Figure 1. Gate-type map.
Scale: 3 px per µm.
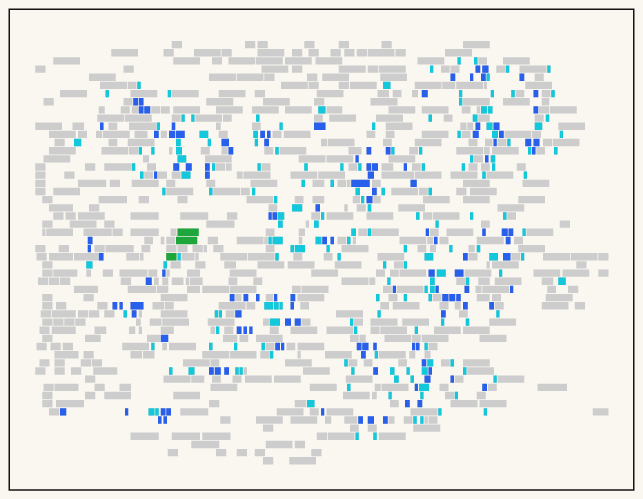
Figure 2. Routed metal per tile.
Scale: 2 px per µm. The die is cut into 21 by 16 equal tiles; white is low, dark blue is high, scaled to the fullest tile. Values are wire area over tile area, all layers added.
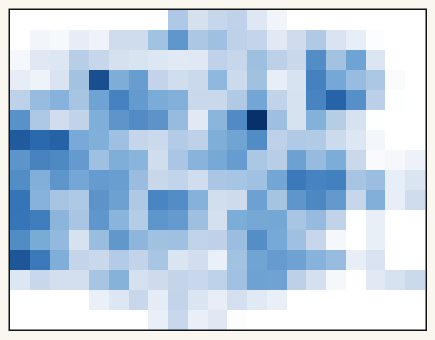
Figure 3. Routing congestion map.
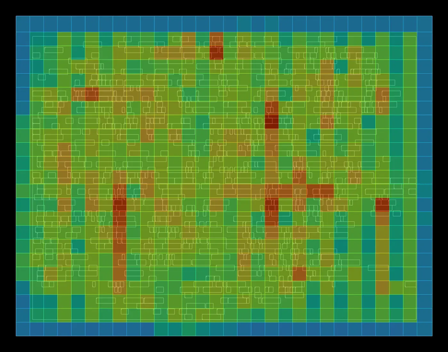
**config.mk**
```make
export PLATFORM = sky130hd
export DESIGN_NAME = io_frontend
export DESIGN_NICKNAME = d
export VERILOG_FILES = /design/src/rtl/io_frontend.sv
export SDC_FILE = /design/constraint.sdc
export NUM_CORES = 1
export LEC_CHECK = 0
export CAP_MARGIN = 40
export CORE_ASPECT_RATIO = 0.75
export CORE_MARGIN = 8
export CORE_UTILIZATION = 30
export DETAILED_ROUTE_END_ITERATION = 16
export GPL_TIMING_DRIVEN = 0
export PLACE_DENSITY = 0.46
export SYNTH_ARGS = -nofsm -noshare
export SYNTH_HDL_FRONTEND = slang
export SYNTH_SLANG_ARGS = --single-unit
```
**constraint.sdc**
```tcl
create_clock -name clk -period 2.6 [get_ports clk]
set_input_delay 0.52 -clock clk [delete_from_list [all_inputs] [get_ports clk]]
set_output_delay 0.52 -clock clk [all_outputs]
set_load 0.01 [all_outputs]
```
**src/rtl/io_frontend.sv**
```systemverilog
// Board I/O front end: synchronised switches, debounced buttons with press pulses,
// and a multiplexed seven-segment scanner. Define IO_FRONTEND_LZ_BLANK_EN to blank leading zeros.
module io_frontend #(
   parameter int N_BTN       = 5,
   parameter int N_SW        = 16,
   parameter int DIGITS      = 8,
   parameter int DEB_CYCLES  = 1000000,
   parameter int SCAN_CYCLES = 100000
) (
   input  logic                clk,
   input  logic                rst_n,
   input  logic [N_BTN-1:0]    btn_in,
   input  logic [N_SW-1:0]     sw_in,
   output logic [N_BTN-1:0]    btn_level,
   output logic [N_BTN-1:0]    btn_pulse,
   output logic [N_SW-1:0]     sw_out,
   input  logic [4*DIGITS-1:0] disp_data,
   input  logic [DIGITS-1:0]   disp_dp,
   input  logic                disp_en,
   output logic [DIGITS-1:0]   anode,
   output logic [6:0]          cathode,
   output logic                dp
);

   localparam int DEB_W  = $clog2(DEB_CYCLES);
   localparam int SCAN_W = $clog2(SCAN_CYCLES);
   localparam int IDX_W  = (DIGITS > 1) ? $clog2(DIGITS) : 1;

   localparam logic [DEB_W-1:0]  DEB_LAST  = DEB_W'(DEB_CYCLES - 1);
   localparam logic [SCAN_W-1:0] SCAN_LAST = SCAN_W'(SCAN_CYCLES - 1);
   localparam logic [IDX_W-1:0]  IDX_LAST  = IDX_W'(DIGITS - 1);

   function automatic logic [6:0] hex7(input logic [3:0] n);
      logic [6:0] seg;
      case (n)
         4'h0:    seg = 7'b1000000;
         4'h1:    seg = 7'b1111001;
         4'h2:    seg = 7'b0100100;
         4'h3:    seg = 7'b0110000;
         4'h4:    seg = 7'b0011001;
         4'h5:    seg = 7'b0010010;
         4'h6:    seg = 7'b0000010;
         4'h7:    seg = 7'b1111000;
         4'h8:    seg = 7'b0000000;
         4'h9:    seg = 7'b0010000;
         4'hA:    seg = 7'b0001000;
         4'hB:    seg = 7'b0000011;
         4'hC:    seg = 7'b1000110;
         4'hD:    seg = 7'b0100001;
         4'hE:    seg = 7'b0000110;
         default: seg = 7'b0001110;
      endcase
      return seg;
   endfunction

   logic [N_BTN-1:0] r_btn_sync_p0;
   logic [N_BTN-1:0] r_btn_sync_p1;
   logic [N_SW-1:0]  r_sw_sync_p0;
   logic [N_SW-1:0]  r_sw_sync_p1;
   logic [N_BTN-1:0] r_btn_level;
   logic [N_BTN-1:0] r_btn_pulse;
   logic [DEB_W-1:0] r_deb_cnt [N_BTN];

   // Stage p0/p1: two-flop synchronisers for the raw asynchronous inputs
   always_ff @(posedge clk or negedge rst_n) begin
      if (!rst_n) begin
         r_btn_sync_p0 <= '0;
         r_btn_sync_p1 <= '0;
         r_sw_sync_p0  <= '0;
         r_sw_sync_p1  <= '0;
      end else begin
         r_btn_sync_p0 <= btn_in;
         r_btn_sync_p1 <= r_btn_sync_p0;
         r_sw_sync_p0  <= sw_in;
         r_sw_sync_p1  <= r_sw_sync_p0;
      end
   end

   // Debounce: level flips only after DEB_CYCLES consecutive disagreeing samples
   always_ff @(posedge clk or negedge rst_n) begin
      if (!rst_n) begin
         r_btn_level <= '0;
         r_btn_pulse <= '0;
         for (int i = 0; i < N_BTN; i++) begin
            r_deb_cnt[i] <= '0;
         end
      end else begin
         for (int i = 0; i < N_BTN; i++) begin
            r_btn_pulse[i] <= 1'b0;
            if (r_btn_sync_p1[i] == r_btn_level[i]) begin
               r_deb_cnt[i] <= '0;
            end else if (r_deb_cnt[i] == DEB_LAST) begin
               r_btn_level[i] <= ~r_btn_level[i];
               r_btn_pulse[i] <= ~r_btn_level[i];
               r_deb_cnt[i]   <= '0;
            end else begin
               r_deb_cnt[i] <= r_deb_cnt[i] + 1'b1;
            end
         end
      end
   end

   assign btn_level = r_btn_level;
   assign btn_pulse = r_btn_pulse;
   assign sw_out    = r_sw_sync_p1;

   logic [SCAN_W-1:0] r_pre;
   logic [IDX_W-1:0]  r_idx;

   always_ff @(posedge clk or negedge rst_n) begin
      if (!rst_n) begin
         r_pre <= '0;
         r_idx <= '0;
      end else if (r_pre == SCAN_LAST) begin
         r_pre <= '0;
         r_idx <= (r_idx == IDX_LAST) ? '0 : r_idx + 1'b1;
      end else begin
         r_pre <= r_pre + 1'b1;
      end
   end

   logic w_lz_blank;

`ifdef IO_FRONTEND_LZ_BLANK_EN
   logic [DIGITS-1:0] w_zero_above;
   for (genvar g = 0; g < DIGITS; g++) begin : g_lz
      assign w_zero_above[g] = (disp_data[4*DIGITS-1:4*g] == '0);
   end
   assign w_lz_blank = (r_idx != '0) && w_zero_above[r_idx] && !disp_dp[r_idx];
`else
   assign w_lz_blank = 1'b0;
`endif

   logic [3:0]        w_nib;
   logic [DIGITS-1:0] w_anode;
   logic [6:0]        w_cathode;
   logic              w_dp;

   always_comb begin
      w_nib          = disp_data[4*r_idx +: 4];
      w_anode        = '1;
      w_anode[r_idx] = 1'b0;
      w_cathode      = hex7(w_nib);
      w_dp           = ~disp_dp[r_idx];
   end

   logic [DIGITS-1:0] r_anode;
   logic [6:0]        r_cathode;
   logic              r_dp;

   // Output stage: all segment drives are registered so the pins never glitch
   always_ff @(posedge clk or negedge rst_n) begin
      if (!rst_n) begin
         r_anode   <= '1;
         r_cathode <= '1;
         r_dp      <= 1'b1;
      end else if (!disp_en || w_lz_blank) begin
         r_anode   <= '1;
         r_cathode <= '1;
         r_dp      <= 1'b1;
      end else begin
         r_anode   <= w_anode;
         r_cathode <= w_cathode;
         r_dp      <= w_dp;
      end
   end

   assign anode   = r_anode;
   assign cathode = r_cathode;
   assign dp      = r_dp;

endmodule

```
==> results.md <==
| Group | Parameter | This run |
|:---|:---|:---|
| status | Status | completed |
| clocking | Number of buffers between clock root and the deepest sink | 2 |
| worst setup path | Source of the worst register-to-register timing path | r_idx[1]$_DFFE_PN0N_ |
| die | Top Ports | 106 |
| worst setup path | Crit path max-delay cell type | sky130_fd_sc_hd__dfrtp_1 |
| clocking | Clock Sinks | 188 |
| timing | Final setup violation count | 0 |
| clocking | Post-CTS Hold Fix Bufs | 0 |
| clocking | CTS tree | yes |
| drt | Iteration-0 DRC count of the detailed router | 284 |
| timing | Max Slew Vio Count | 0 |
| drt | Via density per instance | 4.51 |
| grt | Number of antenna violations at the first check in global routing | 0 |
| yosys | Post-synthesis instance area | 8270 µm² |
| drt | WL met2 | 7240 µm |
| finish | Share of final-layout standard cells stronger than drive strength 1 | 0.107 |
| grt | Number of global-route vias before repair | 5748 |
| timing | Worst slew slack as a fraction of its limit | 0.523 |
| worst setup path | Max FO, Critical Path | 10 |
| finish | Antenna cells | 0 |
| timing | Fraction of the cycle the final worst path needs | 0.906 |
| finish | Area growth syn-to-layout | 25.6% |
| yosys | Cell type with the highest aggregate area in the netlist | sky130_fd_sc_hd__dfrtp_1 |
| flow run | Reported max-cap violation count | 0 |
| finish | Share of the core filled with cells in the final layout | 0.384 |
| yosys | Most common cell in the netlist | sky130_fd_sc_hd__dfrtp_1 |
| timing | Worst-case setup margin in the final layout | 0.244 ns |
| drt | Highest routed metal layer | met4 |
| yosys | Main area contributors after synthesis | sky130_fd_sc_hd__dfrtp_1 52%, sky130_fd_sc_hd__xor2_1 6.0%, sky130_fd_sc_hd__nor2_1 5.7%, sky130_fd_sc_hd__xnor2_1 5.6%, sky130_fd_sc_hd__dfstp_2 5.1% |
| worst hold path | Worst min-delay path category | input pin to async pin |
| yosys | Yosys cell count | 720 |
| yosys | Synth Instances | 720 |
| worst setup path | Reg-to-reg endpoint | cathode[4]$_DFF_PN1_ |
| power | Standby leakage power | 0.00435 µW |
| yosys | Registers, synthesis | 188 |
| timing | Post-route worst hold slack | 0.0411 ns |
| drt | Count of vias placed by the detailed router | 5449 |
| clocking | Clock-pin slew on the worst setup and hold paths | 0.08 ns |
| die | Number of rows in the core area | 52 |
| clocking | Clk Tree Root Cell | sky130_fd_sc_hd__clkbuf_16 |
| placement | Instance area at placement | 9780 µm² |
| yosys | Sequential element share of the synthesized area | 0.571 |
| yosys | Largest type area fraction | 0.521 |
| placement | Final HPWL from detailed placement | 12400 µm |
| drt | Post-DR wirelength/cell | 14.7 µm |
| power | Total power | 6010 µW |
| timing | Summed negative setup slack over all endpoints | 0 ns |
| drt | Number of design rule violations left after detail routing | 0 |
| worst setup path | Critical-path cell list | clkbuf_2 -> mux4_2 -> mux2i_4 -> inv_1 -> ha_1 -> mux2_2 -> o21ai_0 |
| drt | TritonRoute pass-1 iters | 4 |
| drt | Remaining number of nets flagged by the antenna check after routing | 0 |
| grt | Pin count of the biggest net entering global routing | 114 |
| worst setup path | Crit end category | register |
| yosys | Number of enable flip-flop cells | 0 |
| finish | Filler cell count | 2700 |
| worst setup path | Reg2Reg Setup Slack | 0.24 ns |
| timing | Achievable clock frequency | 0.425 GHz |
| worst setup path | Startpoint-to-endpoint class of the critical path | register to register |
| worst setup path | Arr. time, crit path | 2.70 ns |
| worst setup path | CP startpoint | r_idx[1]$_DFFE_PN0N_ |
| timing | Post-layout minimum cycle time | 2.36 ns |
| yosys | Yosys synthesis chip area | 8270 µm² |
| clocking | Clock latency on the worst-skew pair | 0.44 ns |
| power | Power per unit of standard cell area | 579 nW/µm² |
| power | Peak supply drop | 458 µV |
| worst setup path | Kind of start point of the critical path | register |
| die | Total die size | 33200 µm² |
| yosys | Total nets after synthesis | 797 |
| worst setup path | Data required, critical path | 2.94 ns |
| finish | Fin area | 10400 µm² |
| yosys | Warnings, synthesis | 0 |
| drt | Overall routed net length | 17800 µm |
| finish | # nets final | 921 |
| die | Die H | 160 µm |
| yosys | Commonest register cell after synthesis | sky130_fd_sc_hd__dfrtp_1 |
| die | Die X-Extent | 208 µm |
| finish | Non-filler cells in the finished layout | 1208 |
| timing | Worst-Margin Slew | 0.716 ns |
| drt | Wire length on met1 | 9210 µm |
| grt | First-pass GRT wire length | 30800 µm |
| worst setup path | Slowest stage delay, CP | 0.48 ns |
| yosys | Synth unique cells | 48 |
| die | Floorplan core density | 0.306 |
| finish | Most frequent logic cell in the layout | sky130_fd_sc_hd__dfrtp_1 |
| yosys | Proportion of register bits with asynchronous set or reset after synthesis | 1.00 |
| clocking | CTS Buf Count | 17 |
| drt | Routed wl met3 | 1190 µm |
| clocking | H-tree levels | 4 |
| flow run | Number of OpenROAD warnings | 32 |
| worst setup path | Crit path to | cathode[4]$_DFF_PN1_ |
| placement | Quantity of I/O buffers inserted on ports | 104 |
## Picture notes: Figure 1
[nand cells] blue | cells: 126
[nor cells] cyan | cells: 168
[non-inverting ao/oa cells] green | cells: 3

## Picture notes: Figure 2
densest ninth of the die: middle left
emptiest ninth of the die: lower right
nearly empty tiles: 20%
fullest tile: 0.30
tiles over half the peak: 20%

## Picture notes: Figure 3
busiest layer in global routing: met1
fraction of met1 tracks used by global routing: 0.161
total global-route track usage: 0.114

## cell families after synthesis
logic type                 count (synthesis)  share of synthesized area
and+or+nand+nor                          339                      0.211
DFF                                      188                      0.571
xor gates and xnor gates                 110                      0.117
muxes                                     31                     0.0527
buffers and inverters                     30                     0.0172
adders and majority gates                 13                     0.0197
AOI/OAI and AO/OA                          9                     0.0112
## state kept, by name, summed over array words and instances (netlist names), 7 cells and up
signal,count
r_pre,17
sw_out,16
r_deb_cnt,100
r_sw_sync_p0,16
anode,8
cathode,7
## layer usage
layer  up-vias  global-route usage
met5         -                   0
met4         0              0.0309
met3        11              0.0493
met2       104               0.154
met1      2611               0.161
li1       2723                   -
## worst max-delay path, delay by kind of cell (launching register included)
kind                     cells  cell delay, ns
AND-OR/OR-AND                1            0.17
buffers and inverters        2            0.44
multiplexers                 3            0.91
adder cells (fa/ha/maj)      1            0.25
flip-flops                   1            0.48
## cell type report
| class | count | area [µm²] | area share |
|---|---|---|---|
| buffer | 14 | 83.8 | 0.00807 |
| clock buffer | 18 | 439 | 0.0423 |
| clock inverter | 14 | 146 | 0.0141 |
| inverter | 16 | 60.1 | 0.00578 |
| multi-input combinational | 502 | 3420 | 0.329 |
| sequential | 188 | 4720 | 0.455 |
| tap | 351 | 439 | 0.0423 |
| timing repair buffer | 105 | 1070 | 0.103 |
## timing repair
action,CTS,global route
buffers inserted,0,0
endpoints found under the setup margin,7,6
resized,1,3
## where the power goes
part           internal [µW]  switching [µW]
Clock                   1390            1230
Sequential              2990            37.0
Combinational            187             173
Power figures rest on the tool's default switching activity, not on a simulated workload.
